## config.mk

```make
export PLATFORM = sky130hd
export DESIGN_NAME = replace_event_expander
export DESIGN_NICKNAME = d
export VERILOG_FILES = /design/src/rtl/itch_evt_pkg.sv /design/src/rtl/itch_sync_fifo.sv /design/src/rtl/replace_event_expander.sv
export SDC_FILE = /design/constraint.sdc
export NUM_CORES = 1
export LEC_CHECK = 0
export ABC_CLOCK_PERIOD_IN_PS = 21300
export CAP_MARGIN = 40
export CORE_UTILIZATION = 35
export CTS_CLUSTER_SIZE = 10
export DETAILED_ROUTE_END_ITERATION = 10
export SYNTH_ARGS = -nofsm -noshare
export SYNTH_HDL_FRONTEND = slang
export SYNTH_SLANG_ARGS = --single-unit
```

## constraint.sdc

```tcl
create_clock -name clk -period 21.3 [get_ports clk]
set_clock_uncertainty 0.1 [all_clocks]
set_input_delay 4.26 -clock clk [delete_from_list [all_inputs] [get_ports clk]]
set_output_delay 4.26 -clock clk [all_outputs]
set_load 0.05 [all_outputs]
```

## src/rtl/itch_evt_pkg.sv

```systemverilog
// Shared types for the ITCH order-book event path: event opcodes, the replace
// record layout and the replace expander's state encoding.
package itch_evt_pkg;

  typedef enum logic [1:0] {
    EVT_ADD    = 2'd0,
    EVT_CANCEL = 2'd1,
    EVT_DELETE = 2'd2,
    EVT_EXEC   = 2'd3
  } evt_op_t;

  typedef struct packed {
    logic [63:0] old_ref;
    logic [63:0] new_ref;
    logic [31:0] shares;
    logic [31:0] price;
  } replace_rec_t;

  localparam int REPLACE_REC_W = $bits(replace_rec_t);
  localparam int SEQ_W         = 16;

  typedef enum logic [1:0] {
    ST_IDLE     = 2'd0,
    ST_EMIT_DEL = 2'd1,
    ST_EMIT_ADD = 2'd2
  } expander_state_t;

endpackage

```

## src/rtl/itch_sync_fifo.sv

```systemverilog
// Single-clock FIFO with registered occupancy. A push while full is accepted
// only when a pop frees a slot in the same cycle; popping an empty FIFO is ignored.
module itch_sync_fifo #(
  parameter int W     = 8,
  parameter int DEPTH = 4,
  localparam int AW   = $clog2(DEPTH),
  localparam int LW   = AW + 1
) (
  input  logic          clk,
  input  logic          rst,
  input  logic          push,
  input  logic [W-1:0]  din,
  input  logic          pop,
  output logic [W-1:0]  dout,
  output logic          full,
  output logic          empty,
  output logic [LW-1:0] level
);

  logic [W-1:0]  mem [DEPTH];
  logic [AW-1:0] wr_ptr;
  logic [AW-1:0] rd_ptr;
  logic          do_push;
  logic          do_pop;

  assign full    = (level == LW'(DEPTH));
  assign empty   = (level == '0);
  assign do_pop  = pop && !empty;
  assign do_push = push && (!full || do_pop);
  assign dout    = mem[rd_ptr];

  always_ff @(posedge clk) begin
    if (do_push) mem[wr_ptr] <= din;
  end

  // Pointers wrap naturally because DEPTH is a power of two.
  always_ff @(posedge clk) begin
    if (rst) begin
      wr_ptr <= '0;
      rd_ptr <= '0;
      level  <= '0;
    end else begin
      if (do_push) wr_ptr <= wr_ptr + AW'(1);
      if (do_pop)  rd_ptr <= rd_ptr + AW'(1);
      case ({do_push, do_pop})
        2'b10:   level <= level + LW'(1);
        2'b01:   level <= level - LW'(1);
        default: level <= level;
      endcase
    end
  end

endmodule

```

## src/rtl/replace_event_expander.sv

```systemverilog
// Turns each Replace Order record into a DELETE(old) / ADD(new) beat pair.
// Optional macro REPLACE_EVT_SEQ_EN adds a per-record evt_seq output.
module replace_event_expander
  import itch_evt_pkg::*;
#(
  parameter int FIFO_DEPTH = 4,
  parameter int CNT_W      = 16
) (
  input  logic                        clk,
  input  logic                        rst,
  input  logic                        replace_internal_valid,
  input  logic                        replace_packet_invalid,
  input  logic [63:0]                 replace_old_order_ref,
  input  logic [63:0]                 replace_new_order_ref,
  input  logic [31:0]                 replace_shares,
  input  logic [31:0]                 replace_price,
  output logic                        evt_valid,
  input  logic                        evt_ready,
  output evt_op_t                     evt_op,
  output logic [63:0]                 evt_order_ref,
  output logic [31:0]                 evt_shares,
  output logic [31:0]                 evt_price,
  output logic                        evt_last,
  output logic                        overflow_pulse,
  output logic [CNT_W-1:0]            drop_count,
  output logic [$clog2(FIFO_DEPTH):0] fifo_level
`ifdef REPLACE_EVT_SEQ_EN
  ,
  output logic [SEQ_W-1:0]            evt_seq
`endif
);

  // Output stream: a beat transfers on a cycle where evt_valid and evt_ready are
  // both high; while evt_valid is high and evt_ready low every evt_* output holds,
  // and evt_valid only falls after a transfer.

`ifdef REPLACE_EVT_SEQ_EN
  localparam int ENTRY_W = REPLACE_REC_W + SEQ_W;
`else
  localparam int ENTRY_W = REPLACE_REC_W;
`endif

  replace_rec_t    in_rec;
  replace_rec_t    pop_rec;
  logic [ENTRY_W-1:0] push_data;
  logic [ENTRY_W-1:0] pop_data;
  logic            push_req;
  logic            fifo_full;
  logic            fifo_empty;
  logic            pop;
  logic            drop;
  logic            load_del;
  logic            load_add;
  logic            go_idle;
  expander_state_t state;
  expander_state_t state_next;
  logic [63:0]     held_new_ref;
  logic [31:0]     held_shares;
  logic [31:0]     held_price;

  assign in_rec   = {replace_old_order_ref, replace_new_order_ref, replace_shares, replace_price};
  assign push_req = replace_internal_valid && !replace_packet_invalid;
  assign drop     = push_req && fifo_full && !pop;

`ifdef REPLACE_EVT_SEQ_EN
  logic [SEQ_W-1:0] seq_ctr;
  logic [SEQ_W-1:0] pop_seq;

  assign push_data = {seq_ctr, in_rec};
  assign pop_seq   = pop_data[ENTRY_W-1 -: SEQ_W];
  assign pop_rec   = pop_data[REPLACE_REC_W-1:0];

  // Numbers are consumed only by records that actually enter the FIFO.
  always_ff @(posedge clk) begin
    if (rst)                               seq_ctr <= '0;
    else if (push_req && (!fifo_full || pop)) seq_ctr <= seq_ctr + SEQ_W'(1);
  end

  always_ff @(posedge clk) begin
    if (rst)           evt_seq <= '0;
    else if (load_del) evt_seq <= pop_seq;
  end
`else
  assign push_data = in_rec;
  assign pop_rec   = pop_data;
`endif

  itch_sync_fifo #(
    .W     (ENTRY_W),
    .DEPTH (FIFO_DEPTH)
  ) u_fifo (
    .clk   (clk),
    .rst   (rst),
    .push  (push_req),
    .din   (push_data),
    .pop   (pop),
    .dout  (pop_data),
    .full  (fifo_full),
    .empty (fifo_empty),
    .level (fifo_level)
  );

  always_ff @(posedge clk) begin
    if (rst) state <= ST_IDLE;
    else     state <= state_next;
  end

  always_comb begin
    state_next = state;
    pop        = 1'b0;
    load_del   = 1'b0;
    load_add   = 1'b0;
    go_idle    = 1'b0;
    case (state)
      ST_IDLE: begin
        if (!fifo_empty) begin
          pop        = 1'b1;
          load_del   = 1'b1;
          state_next = ST_EMIT_DEL;
        end
      end
      ST_EMIT_DEL: begin
        if (evt_ready) begin
          load_add   = 1'b1;
          state_next = ST_EMIT_ADD;
        end
      end
      ST_EMIT_ADD: begin
        if (evt_ready) begin
          if (!fifo_empty) begin
            pop        = 1'b1;
            load_del   = 1'b1;
            state_next = ST_EMIT_DEL;
          end else begin
            go_idle    = 1'b1;
            state_next = ST_IDLE;
          end
        end
      end
      default: state_next = ST_IDLE;
    endcase
  end

  // The popped record's ADD half is parked in held_* until the DELETE transfers.
  always_ff @(posedge clk) begin
    if (rst) begin
      evt_valid     <= 1'b0;
      evt_op        <= EVT_ADD;
      evt_order_ref <= '0;
      evt_shares    <= '0;
      evt_price     <= '0;
      evt_last      <= 1'b0;
      held_new_ref  <= '0;
      held_shares   <= '0;
      held_price    <= '0;
    end else if (load_del) begin
      evt_valid     <= 1'b1;
      evt_op        <= EVT_DELETE;
      evt_order_ref <= pop_rec.old_ref;
      evt_shares    <= '0;
      evt_price     <= '0;
      evt_last      <= 1'b0;
      held_new_ref  <= pop_rec.new_ref;
      held_shares   <= pop_rec.shares;
      held_price    <= pop_rec.price;
    end else if (load_add) begin
      evt_op        <= EVT_ADD;
      evt_order_ref <= held_new_ref;
      evt_shares    <= held_shares;
      evt_price     <= held_price;
      evt_last      <= 1'b1;
    end else if (go_idle) begin
      evt_valid     <= 1'b0;
    end
  end

  always_ff @(posedge clk) begin
    if (rst) begin
      overflow_pulse <= 1'b0;
      drop_count     <= '0;
    end else begin
      overflow_pulse <= drop;
      if (drop && (drop_count != '1)) drop_count <= drop_count + CNT_W'(1);
    end
  end

endmodule

```

**Run 1: clock wiring as the flow saved it**

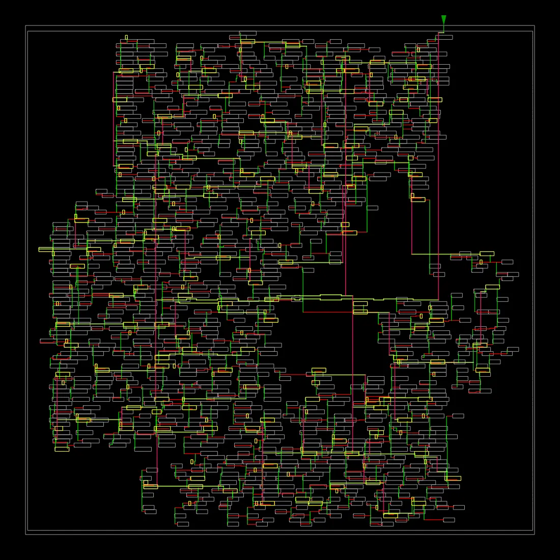
CTS Sinks: 1055
Num CTS Buffers: 119
clock latency at the later pin of the worst-skew pair: 700 ps
registers: 1055

**Run 1: M1 wires**

Supply wires on this layer in gray.
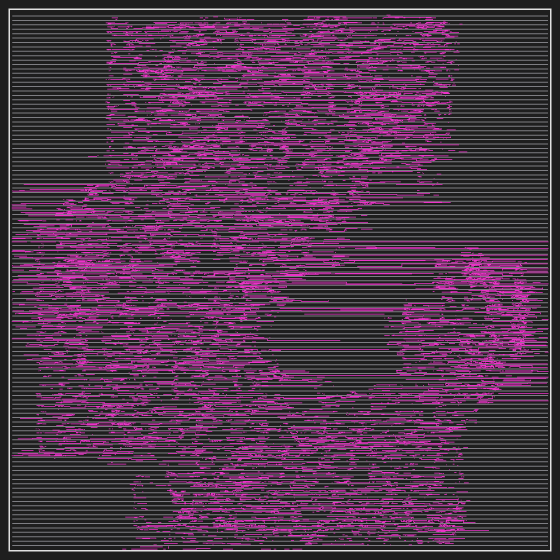
wire length on this layer	39.7 mm
longest straight run	150 um
main direction	horizontal
nets with wire on the layer	2782
share of all routed wire	41%
Detailed Route WL: 95900 um
GRT met1 Usage: 21.7%

**Run 1: PDN straps and rails**

Pins as bars on the die edge.
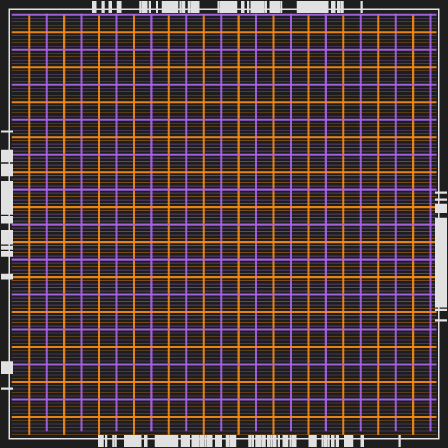
net	color
VDD	purple
VSS	orange
met1 rails	121
met5 straps	24

**Run 1: where the registers sit**

Other sequential cells in the stronger gray, the rest of the logic in the fainter gray.
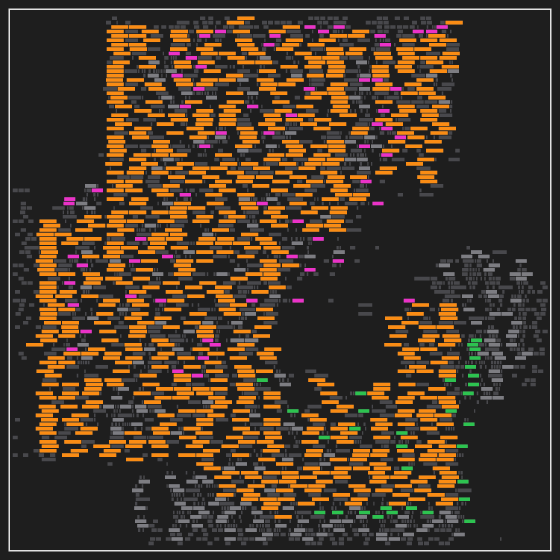
signal	color	placed flops
u_fifo.mem	orange	768
evt_order_ref	magenta	64
held_price	green	32
not colored	191
Seq/total area: 60.9%
Seq power: 2.52 mW

==> run summary, run 1 <==
fresh numbers from the pnr run: status completed, GRT overflow 0, PortBufs about 350, Max-area cell class flip-flops and latches, fmax between 100 and 150 MHz, GRT Total Usage roughly 17%, Hold WC Path Type flip-flop to flip-flop, setup bufs post-CTS 0, Setup-failing EPs final 0, Commonest Layout Cell edfxtp_1, largest stage delay on the critical path ~600 ps, register area 28800 um^2, Fin. Hold Viols 0, Detailed Route Iter0 Violations about 1300, min cycle time layout just over 7000 ps, Yosys top cell by instances edfxtp_1, NonClk Buf Share around 8.8%, yosys simple share a little under 7%, Biggest register u_fifo.mem, Syn. warnings 0, area fraction in mux cells a little under an eighth, Crit Path Max Fanout 45, Worst path most repeated cell buf_16, post-route ant nets 0, tap cells approximately 1400, Post-Route Setup TNS 0 ps, main flop type edfxtp_1, register share after synthesis around three quarters, non-clock inverter count in the final layout 7, Via Count roughly 21000, Data required, critical path 21560 ps, final core utilization 43.9%, syn_nets around 2600, adder and majority gate portion of the synthesized area less than 1%, Dominant combinational family multiplexers, Max-area cell share between 60% and 70%, cts repair resizes 0, count of plain and timing-repair buffers roughly 390, drt wl/cell 22.5 um, gpl congestion 0.798, Setup crit end kind flip-flop, worst path cell trace clkdlybuf4s50_1 > nor2b_1 > o21ai_0 > and3_4 > buf_16 > buf_4 > buf_16, Final nets slightly below 3000, Max VDD drop slightly below 0.08 mV, vias in the first global route around 22000, CTS root buffer clkbuf_16, aoi share about 4.7%, top cells, area edfxtp_1 60%, dfxtp_1 15%, mux4_2 11%, area leader, netlist edfxtp_1, row count around 120, first-pass GRT wire length 143000 um, max reg flops between 700 and 800, Filler cells approximately 9400, Syn Inst Count roughly 2400, detailed-route DRC error count 0, pin count of the biggest net entering global routing 151, max_slew headroom 30.1%, tool warnings 36, clock network area share under 10%, vias per cell a little over 5, Max Cap Viol 0, CP arrival between 7000 and 8000 ps, CP startpoint kind input pin, die height between 300 and 400 um, Post-Syn Area around 38000 um^2, area grow syn2layout 23.5%, I/O pins 349, Top Layout Cells 768 x edfxtp_1, 518 x nand2_1, 346 x clkdlybuf4s50_1, Comb gates 1158, # clk buffers between 200 and 250, FP Util 35.5%, worst-margin pin slew about 1000 ps, H-tree depth 3, DP Wirelength ~58000 um, antenna cells 17, post-cts hold-fix buffer tally 0, Yosys Chip Area about 38000 um^2, combinational share of cell area 18.8%, initial antenna violation count 32
## run 1: worst max-delay path: cells and delay by family
kind	cells	cell delay [ps]
and+or+nand+nor	2	700
AOI/OAI and AO/OA	1	580
buffers and inverters	4	1670
## run 1: power by group
| part | switching (mW) | total [mW] | internal, mW |
|---|---|---|---|
| registers | 0.123 | 2.52 | 2.40 |
| logic | 0.807 | 1.28 | 0.471 |
| clock network | 0.781 | 1.88 | 1.10 |
## run 1: routing by layer
metal | part of all wire, % | routed length (um) | vias up | track usage (%)
li1 | - | - | 9745 | -
met3 | 6.0 | 5800 | 147 | 3.95
met1 | 41 | 39700 | 10951 | 21.7
met4 | 2.8 | 2660 | 26 | 7.61
met5 | 0.16 | 153 | - | 0
met2 | 50 | 47600 | 529 | 28.3
## run 1: final timing paths
kind / from / end / slack [ps] / cells after the start
worst max-delay path: evt_ready / u_fifo.mem[0][53]$_DFFE_PP_ / 14270 / 7
worst min-delay path: evt_price[25]$_SDFFE_PP0P_ / evt_price[25]$_SDFFE_PP0P_ / 350 / 2
worst max register to register: state[1]$_SDFFE_PP0P_ / u_fifo.level[2]$_SDFFE_PP0P_ / 17850 / 8
worst min register to register: evt_price[25]$_SDFFE_PP0P_ / evt_price[25]$_SDFFE_PP0P_ / 350 / 2
## run 1: through the flow
stage | worst slack [ps] | hold slack, ps | instances | power (mW) | instance area (um^2)
after CTS | 14240 | 346 | 4238 | 5.76 | 47300
after detailed placement | 13530 | 347 | 4013 | 3.86 | 43700
after floorplan | 11460 | 332 | 2371 | 3.41 | 38300
after global placement | 13190 | 337 | 3995 | 3.83 | 43200
final | 14270 | 352 | 4255 | 5.68 | 47300
after global routing | 14100 | 370 | 4253 | 5.94 | 47300
==> run 2, diff against run 1 <==
--- a/config.mk
+++ b/config.mk
@@ -5,7 +5,7 @@
 export SDC_FILE = /design/constraint.sdc
 export NUM_CORES = 1
 export LEC_CHECK = 0
-export ABC_CLOCK_PERIOD_IN_PS = 21300
+export ABC_CLOCK_PERIOD_IN_PS = 5850
 export CAP_MARGIN = 40
 export CORE_UTILIZATION = 35
 export CTS_CLUSTER_SIZE = 10
==> constraint.sdc (replaced) <==
create_clock -name clk -period 5.85 [get_ports clk]
set_clock_uncertainty 0.1 [all_clocks]
set_input_delay 1.17 -clock clk [delete_from_list [all_inputs] [get_ports clk]]
set_output_delay 1.17 -clock clk [all_outputs]
set_load 0.05 [all_outputs]
**Run 2: PDN straps and rails**

Pins as bars on the die edge.
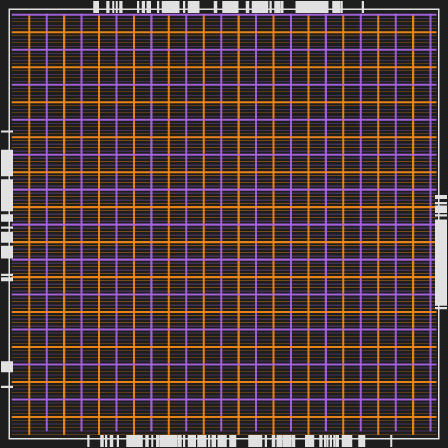
net	color
VDD	purple
VSS	orange
signal pins	349
rows	120
met4 straps	24
Die W: 333 um
core footprint: 108000 um^2
die height: 333 um

==> run summary, run 2 <==
fresh numbers from the pnr run: post-cts hold-fix buffer tally 0, clock power share 33.0%, routed wire length on met3 between 5000 and 6000 um, Syn Inst Count approximately 2400, Detailed Route WL 92400 um, GRT Total Usage between 10% and 20%, gpl congestion 0.801, sequential power share 44.3%, pin count of the biggest net entering global routing roughly 130, post-route ant nets 0, Post-Route Setup TNS 0 ps, area leader, netlist edfxtp_1, vias per cell between 5 and 6, uppermost layer routed met5, Sw Pwr 6.14 mW, CTS Sinks approximately 1100, Setup crit end kind flip-flop, row count between 100 and 150, Post-Syn Area 38300 um^2, Comb power frac a little under a quarter, main flop type edfxtp_1, internal power 14.5 mW, P_clk a little under 7 mW, Hold Startpoint held_price[11]$_SDFFE_PP0N_, CTS root buffer clkbuf_16, Pwr Total 20.6 mW, Data required, critical path 6090 ps, Critical path origin evt_ready, area grow syn2layout 23.7%, clock latency at the later pin of the worst-skew pair 680 ps, syn_nets between 2000 and 3000, initial antenna violation count 20, Biggest register u_fifo.mem, Area after DPL ~44000 um^2, design area approximately 47000 um^2, largest stage delay on the critical path around 830 ps, wire length on met2 approximately 47000 um, tool warnings between 40 and 50, Syn. warnings 0, CP arrival around 3800 ps, max-slew violation count 0, hold slack final about 350 ps, Num CTS Buffers 119, register share after synthesis between 70% and 80%, Max VDD drop approximately 0.44 mV, pre-CTS worst setup slack ~1600 ps, Yosys Chip Area 38300 um^2, first-pass GRT wire length ~140000 um, Top Layout Cells 768 x edfxtp_1, 518 x nand2_1, 346 x clkdlybuf4s50_1, max reg flops about 770, Final nets between 2000 and 3000, worst-margin pin slew approximately 840 ps, worst path cell trace clkdlybuf4s50_1 > nor2b_1 > o21ai_0 > and3_4 > buf_4, setup bufs post-CTS 0, reg-to-reg critical path startpoint state[1]$_SDFFE_PP0P_, max_slew headroom roughly 44%, H-tree depth 3, Fin. Hold Viols 0, Max Cap Viol 0, GRT overflow 0, Crit Path Max Fanout 39, Hold WC Path Type flip-flop to flip-flop, min cycle time layout around 3600 ps, drt wl/cell between 20 and 25 um, Switching Fraction between 20 and 30%, Max-area cell share around three fifths, CP startpoint kind input pin, LEAKAGE between 10 and 15 nW, DP Wirelength 55600 um, status completed, Setup WS post-layout 2290 ps, Setup-failing EPs final 0, Detailed Route Iter0 Violations roughly 1400, fmax between 200 and 300 MHz, Commonest Layout Cell edfxtp_1, cts repair resizes 0, Comb power between 4 and 5 mW, Via Count roughly 21000, Yosys top cell by instances edfxtp_1, I/O pins about 350, FP Util around 36%, Top pwr grp sequential cells, detailed-route DRC error count 0, PortBufs approximately 350, WL met1 around 38000 um, top cells, area edfxtp_1 60%, dfxtp_1 15%, mux4_2 11%, vias in the first global route between 20000 and 25000
**Run 2: where the registers sit**

Other sequential cells in the stronger gray, the rest of the logic in the fainter gray.
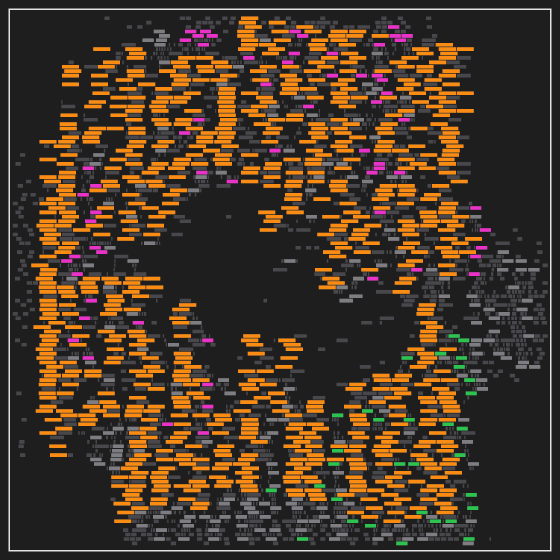
signal	color	placed flops
u_fifo.mem	orange	768
held_price	green	32
evt_order_ref	magenta	64
register area: 28800 um^2
Seq power: 9.14 mW
final core utilization: 43.9%

[run 2: kinds of logic (layout without fill, tap and decap cells)]
logic type               Yosys count  count (layout)  share of synthesized area [%]
flip-flops                      1055            1055                           75.2
AND/OR/NAND/NOR                  649             649                           6.76
AND-OR/OR-AND                    304             304                           4.71
multiplexers                     194             194                           11.3
buffers and inverters            158             629                           1.65
adder cells (fa/ha/maj)            7               7                          0.248
XOR/XNOR                           3               3                         0.0686
other                              1              10                        0.00979
[run 2: area by class of cell]
class                   count  area [um^2]
diodes                      9         22.5
clock buffers             217         3530
clock inverters             8         52.6
fillers                  9464        60400
inverters                   7         31.3
multi-input cells        1158         8910
flip-flops and latches   1055        28800
well taps                1403         1760
repair buffers            397         4260
[run 2: per-stage QoR]
stage,cells,utilization (%)
floorplan,2371,-
global placement,4013,40.5
detailed placement,4020,40.6
CTS,4245,43.9
global route,4252,43.9
finish,4254,43.9
[run 2: critical path, delay by kind of cell]
| family | cells | cell delay [ps] |
|---|---|---|
| compound gates | 1 | 630 |
| simple gates | 2 | 930 |
| buf+inv | 2 | 1020 |
[run 2: layer usage]
metal  GRT usage (%)  up-vias
li1                -     9746
met2            28.6      556
met5               0        -
met4            5.51       20
met3            3.71      147
met1            20.4    11025
[run 2: final timing paths]
check / end / slack, ps / cells past startpoint
setup / recovery: u_fifo.mem[3][168]$_DFFE_PP_ / 2290 / 5
hold / removal: evt_price[11]$_SDFFE_PP0P_ / 350 / 2
setup reg to reg: evt_order_ref[55]$_SDFFE_PP0P_ / 2860 / 6
hold reg to reg: evt_price[11]$_SDFFE_PP0P_ / 350 / 2
==> run 3, diff against run 2 <==
--- a/config.mk
+++ b/config.mk
@@ -5,7 +5,7 @@
 export SDC_FILE = /design/constraint.sdc
 export NUM_CORES = 1
 export LEC_CHECK = 0
-export ABC_CLOCK_PERIOD_IN_PS = 5850
+export ABC_CLOCK_PERIOD_IN_PS = 2900
 export CAP_MARGIN = 40
 export CORE_UTILIZATION = 35
 export CTS_CLUSTER_SIZE = 10
==> constraint.sdc (replaced) <==
create_clock -name clk -period 2.9 [get_ports clk]
set_clock_uncertainty 0.1 [all_clocks]
set_input_delay 0.58 -clock clk [delete_from_list [all_inputs] [get_ports clk]]
set_output_delay 0.58 -clock clk [all_outputs]
set_load 0.05 [all_outputs]
**Run 3: PDN straps and rails**

Pins as bars on the die edge.
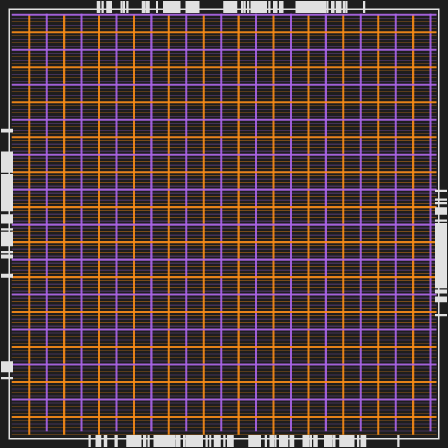
net	color
VDD	purple
VSS	orange
met4 straps	24
met1 rails	121
met5 straps	24
rows	120

==> run summary, run 3 <==
fresh numbers from the pnr run: Layout Cells excl Fill around 4300, design area slightly below 50000 um^2, pin count of the biggest net entering global routing roughly 80, min cycle time layout 2700 ps, Setup-failing EPs final 0, worst path cell trace clkdlybuf4s50_1, gpl congestion 0.801, area grow syn2layout 26.0%, FP Util a little over a third, Yosys Chip Area 38300 um^2, Max VDD drop between 1 and 1.5 mV, Seq power ~18 mW, Switching Fraction around 30%, Biggest register u_fifo.mem, largest stage delay on the critical path 860 ps, Syn. warnings 0, fmax approximately 370 MHz, die height roughly 330 um, max_slew headroom approximately half, syn_nets between 2000 and 3000, I/O pins between 300 and 400, clock power share between 30% and 40%, Setup crit end kind output port, row count ~120, delay-heaviest family, CP buffers and inverters, setup bufs post-CTS 0, Pwr Total about 42 mW, Syn Inst Count 2371, worst-margin pin slew roughly 740 ps, Sw Pwr around 13 mW, Crit Path Max Fanout 7, first-pass GRT wire length about 140000 um, sequential power share ~44%, tool warnings 30, Commonest Layout Cell edfxtp_1, CTS Sinks 1055, Max Cap Viol 0, core footprint around 110000 um^2, Detailed Route Iter0 Violations about 1300, post-cts hold-fix buffer tally 0, Data required, critical path 2220 ps, detailed-route DRC error count 0, Max-area cell share between 60% and 70%, Setup WS post-layout between 150 and 200 ps, GRT overflow 0, register share after synthesis between 70% and 80%, CP arrival a little over 2000 ps, cts repair resizes 0, H-tree depth 3, drt wl/cell ~22 um, Hold WC Path Type input pin to flip-flop, Post-Route Setup TNS 0 ps, CP startpoint kind flip-flop, internal power 29.5 mW, initial antenna violation count 17, post-route ant nets 0, Filler cells 9376, status completed, Top pwr grp sequential cells, main flop type edfxtp_1, hold slack final ~250 ps, Fin. Hold Viols 0, buffers and inverters on the worst path 1, vias per cell about 5.1, Area after DPL about 45000 um^2, Comb power slightly below 10 mW, PortBufs 347, vias in the first global route 22667
**Run 3: clock wiring as the flow saved it**

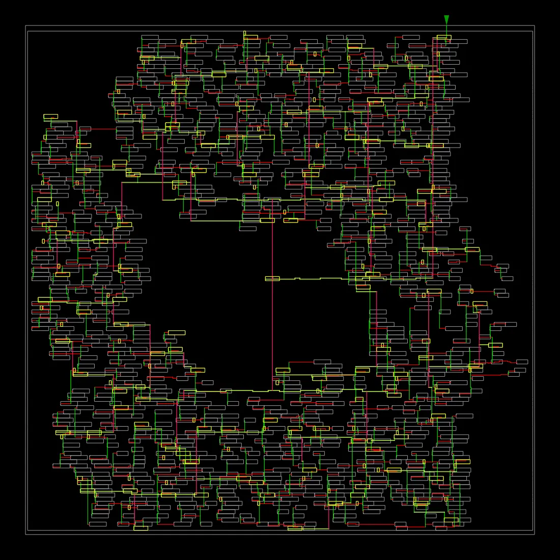
# clk buffers: 212
P_clk: 13.7 mW

==> run 3: netlist changes by cell type in the layout (fill, tap and decap cells not counted), moves of 3 or more <==
cell / delta
buf_16: -4
diode_2: -6
clkbuf_16: -5
dfxtp_1: -3
buf_4: +43
dfxtp_2: +3
buf_12: +35
==> run 3: final cells by class <==
cell class                 count  area (um^2)  area share (%)
clock inverter                12          148           0.306
inverter                       7         28.8          0.0596
antenna                        3         7.51          0.0156
clock buffer                 212         3410            7.07
sequential                  1055        28800            59.7
timing repair buffer         471         5170            10.7
tap                         1403         1760            3.64
multi-input combinational   1158         8910            18.5
==> run 3: path summary, 6_finish.rpt <==
kind                            slack, ps                             to  cells after the start                         start
worst min register to register        350    evt_shares[14]$_SDFFE_PP0P_                      2  held_shares[14]$_SDFFE_PP0N_
worst min-delay path                  250  held_new_ref[18]$_SDFFE_PP0N_                      2                           rst
worst max register to register        480   u_fifo.level[2]$_SDFFE_PP0P_                      8         state[1]$_SDFFE_PP0P_
worst max-delay path                  200                 drop_count[12]                      1   drop_count[12]$_SDFFE_PP0P_
==> run 3: cell families (layout without fill, tap and decap cells) <==
logic type                 Yosys count  count (layout)  synth area share [%]
AOI/OAI and AO/OA                  304             304                  4.71
xor gates and xnor gates             3               3                0.0686
adders and majority gates            7               7                 0.248
buffers and inverters              158             702                  1.65
DFF                               1055            1055                  75.2
muxes                              194             194                  11.3
other                                1               4               0.00979
and+or+nand+nor                    649             649                  6.76
==> run 3: layer usage <==
layer / GRT usage (%) / part of all wire [%] / vias up
met5: 0 / 0.18 / -
met4: 4.59 / 1.7 / 26
met3: 3.91 / 5.6 / 137
met2: 29.7 / 52 / 500
met1: 21.2 / 41 / 11258
li1: - / - / 9904
Power figures rest on the tool's default switching activity, not on a simulated workload.
